==> src/rtl/cam_ctrl_pkg.sv <==
`default_nettype none
// +--------------------------------------------------------------------------+
// | Module      : cam_ctrl_pkg                                               |
// | Description : Shared definitions for the CAM access arbiter: controller  |
// |               state encoding and the geometry of the shared CAM.         |
// | Revision    : 1.0 - initial release                                      |
// +--------------------------------------------------------------------------+
package cam_ctrl_pkg;

   // Controller states. Every access is a LOOKUP+UPDATE pair so the CAM
   // always ends up back in its read phase.
   typedef enum logic [2:0] {
      S_IDLE    = 3'd0,
      S_LOOKUP  = 3'd1,
      S_UPDATE  = 3'd2,
      S_CAPTURE = 3'd3,
      S_RESP    = 3'd4
   } state_t;

   // Geometry of the shared CAM instance (16 entries of 8 bits).
   localparam int CAM_DEPTH      = 16;
   localparam int CAM_WIDTH      = 8;
   localparam int CAM_ADDR_WIDTH = 4;

endpackage
`default_nettype wire

==> src/rtl/cam_rr_arbiter.sv <==
`default_nettype none
// +--------------------------------------------------------------------------+
// | Module      : cam_rr_arbiter                                             |
// | Description : Combinational round-robin grant. The search starts at ptr  |
// |               and the first asserted request at or after ptr wins,       |
// |               wrapping around. The pointer register lives in the parent. |
// | Ports       : req        - request vector                                |
// |               ptr        - search start index (0..NUM_REQ-1)             |
// |               grant      - one-hot grant                                 |
// |               grant_idx  - encoded index of the granted requester        |
// |               any_grant  - at least one request is asserted              |
// | Revision    : 1.0 - initial release                                      |
// +--------------------------------------------------------------------------+
module cam_rr_arbiter
   import cam_ctrl_pkg::*;
#(
   parameter int NUM_REQ  = 4,
   parameter int ID_WIDTH = 2
) (
   input  logic [NUM_REQ-1:0]  req,
   input  logic [ID_WIDTH-1:0] ptr,
   output logic [NUM_REQ-1:0]  grant,
   output logic [ID_WIDTH-1:0] grant_idx,
   output logic                any_grant
);

   int w_idx;

   always_comb begin
      grant     = '0;
      grant_idx = '0;
      any_grant = 1'b0;
      w_idx     = 0;
      // Walk the requesters in priority order ptr, ptr+1, ... (mod NUM_REQ).
      for (int k = 0; k < NUM_REQ; k++) begin
         w_idx = int'(ptr) + k;
         if (w_idx >= NUM_REQ) begin
            w_idx = w_idx - NUM_REQ;
         end
         if (!any_grant && req[w_idx]) begin
            any_grant     = 1'b1;
            grant[w_idx]  = 1'b1;
            grant_idx     = ID_WIDTH'(w_idx);
         end
      end
   end

endmodule
`default_nettype wire

==> src/rtl/cam_access_arbiter.sv <==
`default_nettype none
// +--------------------------------------------------------------------------+
// | Module      : cam_access_arbiter                                         |
// | Description : Shares one CAM between NUM_REQ requesters. Grants round-   |
// |               robin, sequences the CAM lookup then update phases,        |
// |               returns a tagged hit/miss response and keeps saturating    |
// |               hit/miss statistics.                                       |
// | Ports       : clk, reset          - clock, sync active-high reset        |
// |               req_valid/req_key   - per-requester request and key        |
// |               req_ready           - one-hot grant/accept pulse (IDLE)    |
// |               rsp_valid/rsp_ready - response handshake                   |
// |               rsp_id/hit/addr     - response tag, hit flag, match addr   |
// |               cam_en/we/din       - CAM control (registered)             |
// |               cam_match/addr      - CAM result                           |
// |               busy                - transaction in flight                |
// |               hit_count/miss_count- saturating statistics                |
// | Revision    : 1.0 - initial release                                      |
// +--------------------------------------------------------------------------+
module cam_access_arbiter
   import cam_ctrl_pkg::*;
#(
   parameter int NUM_REQ    = 4,
   parameter int WIDTH      = CAM_WIDTH,
   parameter int ADDR_WIDTH = CAM_ADDR_WIDTH,
   parameter int ID_WIDTH   = 2,
   parameter int CNT_WIDTH  = 16
) (
   input  logic                       clk,
   input  logic                       reset,
   input  logic [NUM_REQ-1:0]         req_valid,
   input  logic [NUM_REQ*WIDTH-1:0]   req_key,
   output logic [NUM_REQ-1:0]         req_ready,
   output logic                       rsp_valid,
   output logic [ID_WIDTH-1:0]        rsp_id,
   output logic                       rsp_hit,
   output logic [ADDR_WIDTH-1:0]      rsp_addr,
   input  logic                       rsp_ready,
   output logic                       cam_en,
   output logic                       cam_we,
   output logic [WIDTH-1:0]           cam_din,
   input  logic                       cam_match,
   input  logic [ADDR_WIDTH-1:0]      cam_match_addr,
   output logic                       busy,
   output logic [CNT_WIDTH-1:0]       hit_count,
   output logic [CNT_WIDTH-1:0]       miss_count
);

   state_t                  r_state;
   logic [ID_WIDTH-1:0]     r_ptr;
   logic [WIDTH-1:0]        r_key;
   logic [ID_WIDTH-1:0]     r_id;
   logic                    r_cam_en;
   logic                    r_cam_we;
   logic                    r_rsp_valid;
   logic [ID_WIDTH-1:0]     r_rsp_id;
   logic                    r_rsp_hit;
   logic [ADDR_WIDTH-1:0]   r_rsp_addr;
   logic [CNT_WIDTH-1:0]    r_hit_count;
   logic [CNT_WIDTH-1:0]    r_miss_count;

   logic [NUM_REQ-1:0]      w_grant;
   logic [ID_WIDTH-1:0]     w_grant_idx;
   logic                    w_any_grant;
   logic [WIDTH-1:0]        w_sel_key;
   logic [ID_WIDTH-1:0]     w_ptr_next;

   cam_rr_arbiter #(
      .NUM_REQ  (NUM_REQ),
      .ID_WIDTH (ID_WIDTH)
   ) u_rr_arbiter (
      .req       (req_valid),
      .ptr       (r_ptr),
      .grant     (w_grant),
      .grant_idx (w_grant_idx),
      .any_grant (w_any_grant)
   );

   // Key of the winning requester, selected by the one-hot grant.
   always_comb begin
      w_sel_key = '0;
      for (int i = 0; i < NUM_REQ; i++) begin
         if (w_grant[i]) begin
            w_sel_key = req_key[i*WIDTH +: WIDTH];
         end
      end
   end

   assign w_ptr_next = (w_grant_idx == ID_WIDTH'(NUM_REQ - 1)) ? '0
                                                               : w_grant_idx + 1'b1;

   // The accept pulse must coincide with the cycle the key is latched, so it
   // is decoded from the state register rather than registered itself. It is
   // masked during reset so that every output reads 0 while reset is held.
   assign req_ready  = (r_state == S_IDLE && !reset) ? w_grant : '0;

   assign busy       = (r_state != S_IDLE);
   assign cam_en     = r_cam_en;
   assign cam_we     = r_cam_we;
   assign cam_din    = r_key;
   assign rsp_valid  = r_rsp_valid;
   assign rsp_id     = r_rsp_id;
   assign rsp_hit    = r_rsp_hit;
   assign rsp_addr   = r_rsp_addr;
   assign hit_count  = r_hit_count;
   assign miss_count = r_miss_count;

   always_ff @(posedge clk) begin
      if (reset) begin
         r_state      <= S_IDLE;
         r_ptr        <= '0;
         r_key        <= '0;
         r_id         <= '0;
         r_cam_en     <= 1'b0;
         r_cam_we     <= 1'b0;
         r_rsp_valid  <= 1'b0;
         r_rsp_id     <= '0;
         r_rsp_hit    <= 1'b0;
         r_rsp_addr   <= '0;
         r_hit_count  <= '0;
         r_miss_count <= '0;
      end else begin
         case (r_state)
            S_IDLE: begin
               if (w_any_grant) begin
                  r_key    <= w_sel_key;
                  r_id     <= w_grant_idx;
                  r_ptr    <= w_ptr_next;
                  // CAM controls are registered, so they are set up here to
                  // be valid for the whole LOOKUP cycle.
                  r_cam_en <= 1'b1;
                  r_cam_we <= 1'b0;
                  r_state  <= S_LOOKUP;
               end
            end
            S_LOOKUP: begin
               r_cam_en <= 1'b1;
               r_cam_we <= 1'b1;
               r_state  <= S_UPDATE;
            end
            S_UPDATE: begin
               r_cam_en <= 1'b0;
               r_cam_we <= 1'b0;
               r_state  <= S_CAPTURE;
            end
            S_CAPTURE: begin
               r_rsp_hit   <= cam_match;
               r_rsp_addr  <= cam_match ? cam_match_addr : '0;
               r_rsp_id    <= r_id;
               r_rsp_valid <= 1'b1;
               if (cam_match) begin
                  if (r_hit_count != '1) begin
                     r_hit_count <= r_hit_count + 1'b1;
                  end
               end else begin
                  if (r_miss_count != '1) begin
                     r_miss_count <= r_miss_count + 1'b1;
                  end
               end
               r_state <= S_RESP;
            end
            S_RESP: begin
               if (rsp_ready) begin
                  r_rsp_valid <= 1'b0;
                  r_state     <= S_IDLE;
               end
            end
            default: begin
               r_cam_en    <= 1'b0;
               r_cam_we    <= 1'b0;
               r_rsp_valid <= 1'b0;
               r_state     <= S_IDLE;
            end
         endcase
      end
   end

endmodule
`default_nettype wire

==> config.mk <==
export PLATFORM = sky130hd
export DESIGN_NAME = cam_access_arbiter
export DESIGN_NICKNAME = d
export VERILOG_FILES = /design/src/rtl/cam_ctrl_pkg.sv /design/src/rtl/cam_rr_arbiter.sv /design/src/rtl/cam_access_arbiter.sv
export SDC_FILE = /design/constraint.sdc
export NUM_CORES = 1
export LEC_CHECK = 0
export ABC_CLOCK_PERIOD_IN_PS = 7900
export CAP_MARGIN = 20
export CORE_MARGIN = 5
export CORE_UTILIZATION = 45
export CTS_BUF_LIST = sky130_fd_sc_hd__clkbuf_16
export CTS_CLUSTER_DIAMETER = 150
export CTS_CLUSTER_SIZE = 16
export DETAILED_ROUTE_END_ITERATION = 8
export PLACE_DENSITY = 0.8
export REMOVE_ABC_BUFFERS = 1
export SYNTH_ARGS = -nofsm -noshare
export SYNTH_HDL_FRONTEND = slang
export SYNTH_SLANG_ARGS = --single-unit
==> constraint.sdc <==
create_clock -name clk -period 7.9 [get_ports clk]
set_input_delay 1.975 -clock clk [delete_from_list [all_inputs] [get_ports clk]]
set_output_delay 1.975 -clock clk [all_outputs]
set_load 0.05 [all_outputs]
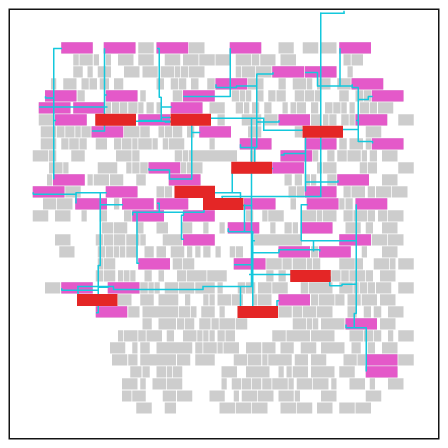
Run 1: clock distribution
- red: clock-net drivers (count 9)
- magenta: flip-flops (count 57)
- cyan: clock wires (length 778 um)
- routed clock nets: 10

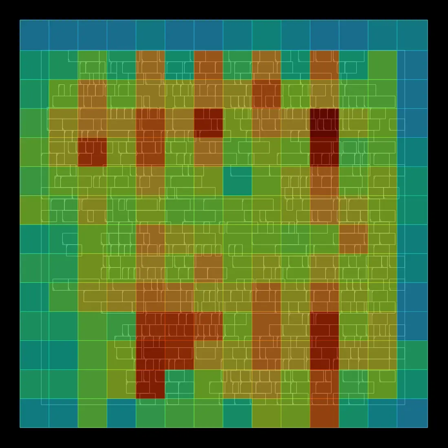
Run 1: congestion heat map
routed len/inst: 15.5 um
met1 layer usage reported by global route: 24.9%
Most Used Layer, Global Route: met2

==> results.json, run 1 <==
{
  "outcome": "finished clean",
  "crit_path_max_fanout": 12,
  "finalCoreUtilization_pct": 63.4,
  "cap_violations": 0,
  "viasPerCell": 5.62,
  "via_count_of_the_first_global_routing_pass": 3123,
  "irDropWorstVdd_v": 0.000168,
  "synth.lib_cells_used.distinct": 53,
  "area.growth.synth_to_final_pct": 35.9,
  "hold_path_startpoint": "rsp_id[1]$_SDFFE_PP0P_",
  "clock_tree.root_cell": "sky130_fd_sc_hd__clkbuf_16",
  "timing.critical_path.mode_cell": "sky130_fd_sc_hd__clkdlybuf4s50_1",
  "route.vias.total": 3379,
  "post_synth_inst_count": 418,
  "avgSynthCellArea_sq_um": 8.14,
  "seq_cell_power_mw": 0.360,
  "final-hold-violation-count": 0,
  "finalSetupViolations": 0,
  "top_cell_area_share_pct": 33.5,
  "cp-end-kind": "primary output",
  "grt_first_pass_wirelength_mm": 15.4,
  "layout.nets": 549,
  "regToRegSetupSlack_ns": 4.34,
  "max_slew_margin_pct": 46.0,
  "max_freq_mhz": 137,
  "final_cell_mix": "sky130_fd_sc_hd__clkdlybuf4s50_1, sky130_fd_sc_hd__dfxtp_1, sky130_fd_sc_hd__a21oi_1",
  "dp_slack_ns": 0.648,
  "die-area_sq_um": 9400,
  "cpLargestDelayFamily": "buffers and inverters",
  "grt_setup_unrepaired": "no",
  "ant_nets": 0,
  "post-layout-total-power_mw": 1.41,
  "postcts_setup_bufs": 0,
  "cellPowerDensity_nw_per_um2": 305,
  "critical_path_arrival_ns": 5.33,
  "fin_worst_hold_slack_ns": 0.452,
  "power.combinational.total_mw": 0.650,
  "dpl.hpwl_mm": 6.61,
  "placedInstanceArea_sq_um": 4310,
  "netlist_top_cells_count": "sky130_fd_sc_hd__dfxtp_1, sky130_fd_sc_hd__a21oi_1, sky130_fd_sc_hd__nand2_1",
  "finalMaxSlewViolations": 0,
  "clock_sink_count": 57,
  "antenna_cells_inserted": 0,
  "net-switching-power_mw": 0.558,
  "synthesis.area_sq_um": 3400
}
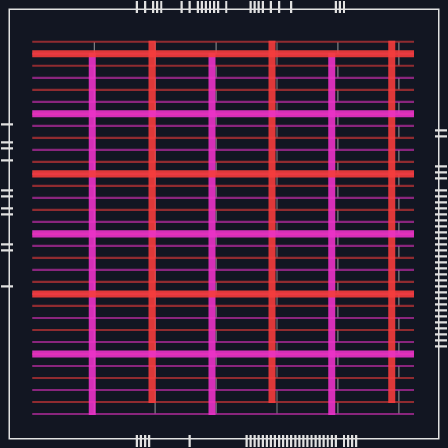
Run 1: supply network
Pins as bars on the die edge. Tap cells in grey.
- magenta: VSS
- red: VDD
- met4 straps: 6
- met1 rails: 32

run 1: kinds of logic after synthesis:
logic type / Yosys count / synth area share, %
compound gates: 118 / 23.8
xor+xnor: 20 / 5.15
fa+ha+maj: 8 / 2.94
buf+inv: 61 / 9.34
flops: 57 / 33.5
mux: 8 / 3.49
simple gates: 146 / 21.8
run 1: area by class of cell:
class | count | area (sq um) | area share, %
Clock inverter | 7 | 86.3 | 1.87
Inverter | 28 | 105 | 2.27
Sequential cell | 57 | 1140 | 24.7
Clock buffer | 9 | 225 | 4.87
Timing Repair Buffer | 101 | 998 | 21.6
Multi-Input combinational cell | 300 | 1940 | 42.0
Tap cell | 99 | 124 | 2.68
## Run 2: what changed since run 1
--- a/config.mk
+++ b/config.mk
@@ -6,7 +6,7 @@
 export NUM_CORES = 1
 export LEC_CHECK = 0
 export ABC_CLOCK_PERIOD_IN_PS = 7900
-export CAP_MARGIN = 20
+export CAP_MARGIN = 40
 export CORE_MARGIN = 5
 export CORE_UTILIZATION = 45
 export CTS_BUF_LIST = sky130_fd_sc_hd__clkbuf_16
==> run 2 against run 1 <==
Against the previous run:
- clock power is essentially flat
- via count is the same
- power is the same
- setup slack unchanged
- clock skew is the same
- register-to-register slack hardly changed
- sequential power about the same
- synthesized area stayed put
- final cell count unchanged
- count of clock-buffer cells in the layout unchanged
- critical path type unchanged
==> results.json, run 2 <==
{
  "nNonClkBuffers": 101,
  "area.growth.synth_to_final_pct": 35.9,
  "sh_comb_area_pct": 42.0,
  "postcts_setup_bufs": 0,
  "layout.non_clock_inverters": 28,
  "layout.area.comb_sq_um": 1940,
  "max_freq_mhz": 137,
  "placedInstanceArea_sq_um": 4310,
  "synth.logic.top_family": "AND-OR/OR-AND gates",
  "fin_worst_hold_slack_ns": 0.452,
  "via_count_of_the_first_global_routing_pass": 3123,
  "cp-end-kind": "primary output",
  "hold_path_startpoint": "rsp_id[1]$_SDFFE_PP0P_",
  "viasPerCell": 5.62,
  "antenna_cells_inserted": 0,
  "cap_violations": 0,
  "critical_path_arrival_ns": 5.33,
  "outcome": "finished clean",
  "seq_share_pct": 24.7,
  "cellPowerDensity_nw_per_um2": 305,
  "clock_tree.root_cell": "sky130_fd_sc_hd__clkbuf_16",
  "final-hold-violation-count": 0,
  "fa_ha_area_share_pct": 2.94,
  "final-clk-cell-share_pct": 6.74,
  "timing.critical_path.mode_cell": "sky130_fd_sc_hd__clkdlybuf4s50_1",
  "xor_share_pct": 5.15,
  "aoi_oai_family_share_of_the_synthesized_area_pct": 23.8,
  "top_cell_area_share_pct": 33.5,
  "route.vias.total": 3379,
  "synthesis.area_sq_um": 3400,
  "regToRegSetupSlack_ns": 4.34,
  "synth.lib_cells_used.distinct": 53,
  "nMultiInputCombCells": 300,
  "ff_latch_area_sq_um": 1140,
  "crit_path_max_fanout": 12,
  "post_drt_wl_per_cell_um": 15.5,
  "clock_buffer_count": 9,
  "layout.nets": 549
}
run 2: cell counts after synthesis:
No cell type changed its count.
run 2: power groups by stage:
stage	clock network [mW]	logic [mW]	registers (mW)
finish	0.403	0.650	0.360
global route	0.421	0.698	0.365
CTS	0.411	0.642	0.359
detailed placement	0	0.638	0.365
global placement	0	0.620	0.363
floorplan	0	0.391	0.432
run 2: worst min-delay path, stage by stage (launching register included):
cell                      delay [ns]
sky130_fd_sc_hd__dfxtp_1        0.30
sky130_fd_sc_hd__nand2_1        0.05
sky130_fd_sc_hd__a21oi_1        0.05
run 2: logic make-up after synthesis:
kind of cell / after synthesis
simple gates: 146
compound gates: 118
buf+inv: 61
flops: 57
xor+xnor: 20
mux: 8
fa+ha+maj: 8
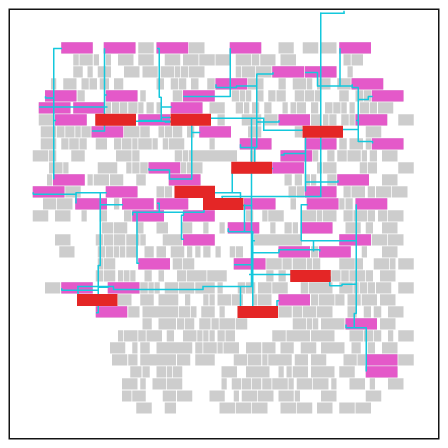
Run 2: clock distribution
- cyan: clock wires (length 778 um)
- magenta: flip-flops (count 57)
- red: clock-net drivers (count 9)
- routed clock nets: 10

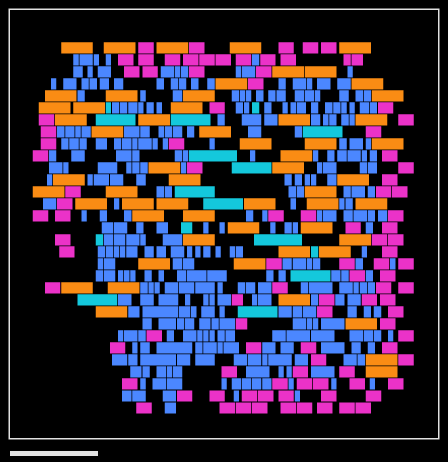
Run 2: cell classes on the final placement
Scale bar: 20 um.
- orange: registers (cells 57; share of their area 25%)
- cyan: clock drivers and dummy loads (cells 16; share of their area 6.9%)
- blue: remaining logic cells (cells 328; share of their area 46%)
- magenta: remaining buffers and delay cells (cells 101; share of their area 22%)

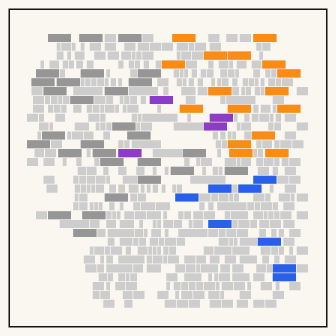
Run 2: register map, names as in the netlist
Other sequential cells in the stronger grey, the rest of the logic in the fainter grey.
- blue: cam_din (flops 8)
- orange: miss_count (flops 16)
- purple: rsp_addr (flops 4)
- not coloured: 29

Power figures rest on the tool's default switching activity, not on a simulated workload.
